==> config.mk <==
export PLATFORM = sky130hd
export DESIGN_NAME = ch_acq_sequencer
export DESIGN_NICKNAME = d
export VERILOG_FILES = /design/src/rtl/types_pkg.sv /design/src/rtl/stop_sync.sv /design/src/rtl/ch_acq_sequencer.sv
export SDC_FILE = /design/constraint.sdc
export NUM_CORES = 1
export LEC_CHECK = 0
export CAP_MARGIN = 20
export CORE_UTILIZATION = 59
export DETAILED_ROUTE_END_ITERATION = 10
export PLACE_DENSITY = 0.89
export RECOVER_POWER = 100
export SYNTH_ARGS = -nofsm -noshare
export SYNTH_HDL_FRONTEND = slang
export SYNTH_HIERARCHICAL = 1
export SYNTH_SLANG_ARGS = --single-unit
==> constraint.sdc <==
create_clock -name clk -period 7.4 [get_ports clk]
set_input_delay 0.74 -clock clk [delete_from_list [all_inputs] [get_ports clk]]
set_output_delay 0.74 -clock clk [all_outputs]
set_load 0.05 [all_outputs]
**Selected gate families**

Scale: 3 px per um.
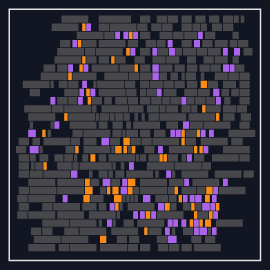
- inverting AOI/OAI gates: purple (cells 73)
- NOR gates: orange (cells 54)
Top cell excl fill/tap: dfrtp_1
logic share of the area: 44.77%

**Metal layers overlaid**

Scale: 6 px per um.
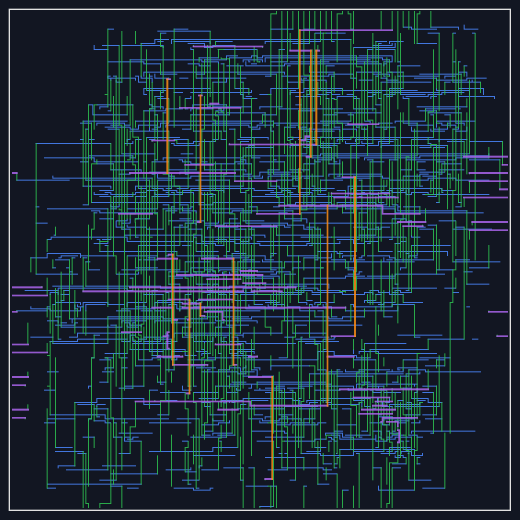
- met3: purple (wire length 519 um)
- met4: orange (wire length 231 um)
- met2: green (wire length 4530 um)
- met1: blue (wire length 4020 um)
drt total wl: 9297 um
Total Routing Usage GR: 27.99%
via count: 3195

**Floorplan with the power grid**

Scale: 4 px per um. Pins as bars on the die edge.
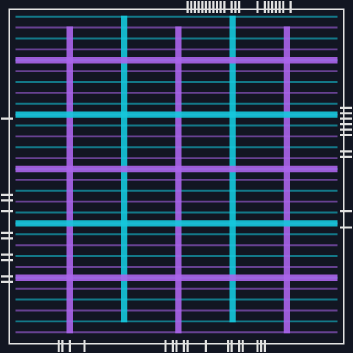
- VDD: cyan
- VSS: purple
- met5 straps: 5
- met4 straps: 5
- signal pins: 59
maximum VDD drop: 0.2604 mV
die y size: 83.28 um
Die X: 83.28 um
Core Area: 6350 sq um

**Routed clock nets over the placement**

Scale: 3 px per um.
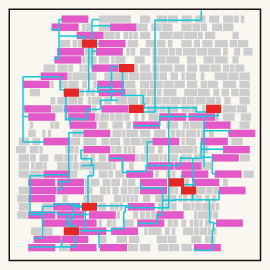
- flip-flops: magenta (count 65)
- cells driving clock nets: red (count 9)
- clock wires: cyan (length 856 um)
- flops lie: spread over the die
Insertion Delay late pin: 350 ps
P_clk: 0.000346 W
Clock power frac: 18.4%

==> CHANGELOG.md <==
### Changed

* CTS Sinks at 65
* Largest cells by area after synthesis: dfrtp_1 42%, mux2i_1 12%, ha_1 6.7%
* Outcome: complete, but fails checks
* # nets final at 505
* Crit path cell chain: mux2i_1 -> mux4_2 -> xor2_1 -> and4b_4 -> o21ai_0 -> mux2i_1 -> xor2_1 -> or3b_1 -> a21oi_1 -> a311o_1 -> a211oi_1
* Gpl congestion at 0.8665
* Clock Skews at 11.13 ps
* Max Root-Sink Buffers at 2
* Antenna-violating nets left at 0
* Fin. max-slew vios at ~130
* Placed Cells at ~500
* Final count of hold timing violations at 0
* Post-route cell area at around 4700 sq um
* Drt drc at 0
* Max Cap Violations at 3
* H-tree Lvls at 3
* Vias/cell at 6.156
* Slew HR at -127.0%
* Synth area leader: dfrtp_1
* Layout cell share with drive strength beyond 1 at 7.466%
* Final worst-path cycle share at a little under three quarters
* Hold path depth at 0
* Reg clk slew, reported paths at 80 ps
* Area growth from synthesis to layout at 20.03%
* FP Util at roughly three fifths
* Initial antenna violation count at 0
* # Cells Yosys at 382
* Worst-margin pin slew at between 3000 and 4000 ps
* Vias in the first global route at 3103
* DRT iter0 DRCs at 214
* Failing checks: capacitance limit, slew limit
* Cell Type Count at ~46
* Number of enable flip-flop cells at 0
* Top cells by count: 65 x dfrtp_1, 46 x mux2i_1, 38 x a21oi_1, 38 x nor2_1, 21 x ha_1
* Top cell area share at 41.73%
* First-pass GRT wire length at about 15000 um
* Met1 wire length at 4020 um
* Post-synth seq share at 41.73%
* HPWL Detailed at about 6400 um
* Final Hold Slack at 351.8 ps
* Hold WC Path Type: flop to flop
* F_max at 0.1879 GHz
placed cells by master (no fill, tap or decap), drive strengths merged, types with 12 or more instances in the layout:
cell type / count
ha: 21
clkdlybuf4s50: 37
a21oi: 38
nor2: 38
inv: 16
dfrtp: 65
nand2: 17
a31oi: 12
o21ai: 15
mux2i: 46
dlygate4sd3: 20
power by group:
| group | switching [W] | internal [W] | leakage, nW |
|---|---|---|---|
| clock | 0.000153 | 0.000193 | 0.112 |
| sequential | 0.000118 | 0.000470 | 0.771 |
| combinational | 0.000544 | 0.000400 | 1.15 |
| total | 0.000815 | 0.00106 | 2.04 |
layout make-up:
| class | count | area, sq um | share of cell area, % |
|---|---|---|---|
| multi-input cells | 287 | 2095 | 44.77 |
| flip-flops and latches | 65 | 1627 | 34.77 |
| clock buffers | 9 | 123.9 | 2.648 |
| inverters | 14 | 52.55 | 1.123 |
| clock inverters | 7 | 101.3 | 2.166 |
| well taps | 77 | 96.34 | 2.059 |
| repair buffers | 60 | 583.1 | 12.46 |
metal layers:
metal  vias up  global-route usage [%]
met5         -                       0
met2       138                   44.71
met1      1543                   35.94
met4         0                   12.70
met3        25                   7.058
li1       1489                       -
critical path: cells and delay by family, from the launching register on:
kind	cells	cell delay [ps]
compound gates	4	2320
xor+xnor	2	520
flops	1	890
simple gates	2	370
mux	3	1110
through the flow:
stage / total power, W / setup WS, ps
after floorplan: 0.001281 / 3788
after global placement: 0.001460 / 3398
after detailed placement: 0.001508 / 3198
after CTS: 0.001871 / 3119
after global routing: 0.002000 / 1765
final: 0.001878 / 2079
kinds of logic (layout without fill, tap and decap cells):
logic type | after synthesis | count (layout) | synth area share (%)
simple gates | 100 | 100 | 12.75
compound gates | 90 | 90 | 14.48
flops | 65 | 65 | 41.73
mux | 60 | 60 | 16.73
buf+inv | 30 | 90 | 3.981
fa+ha+maj | 21 | 21 | 6.742
xor+xnor | 16 | 16 | 3.595
No activity file was given, so power comes from the tool's default toggle rates.
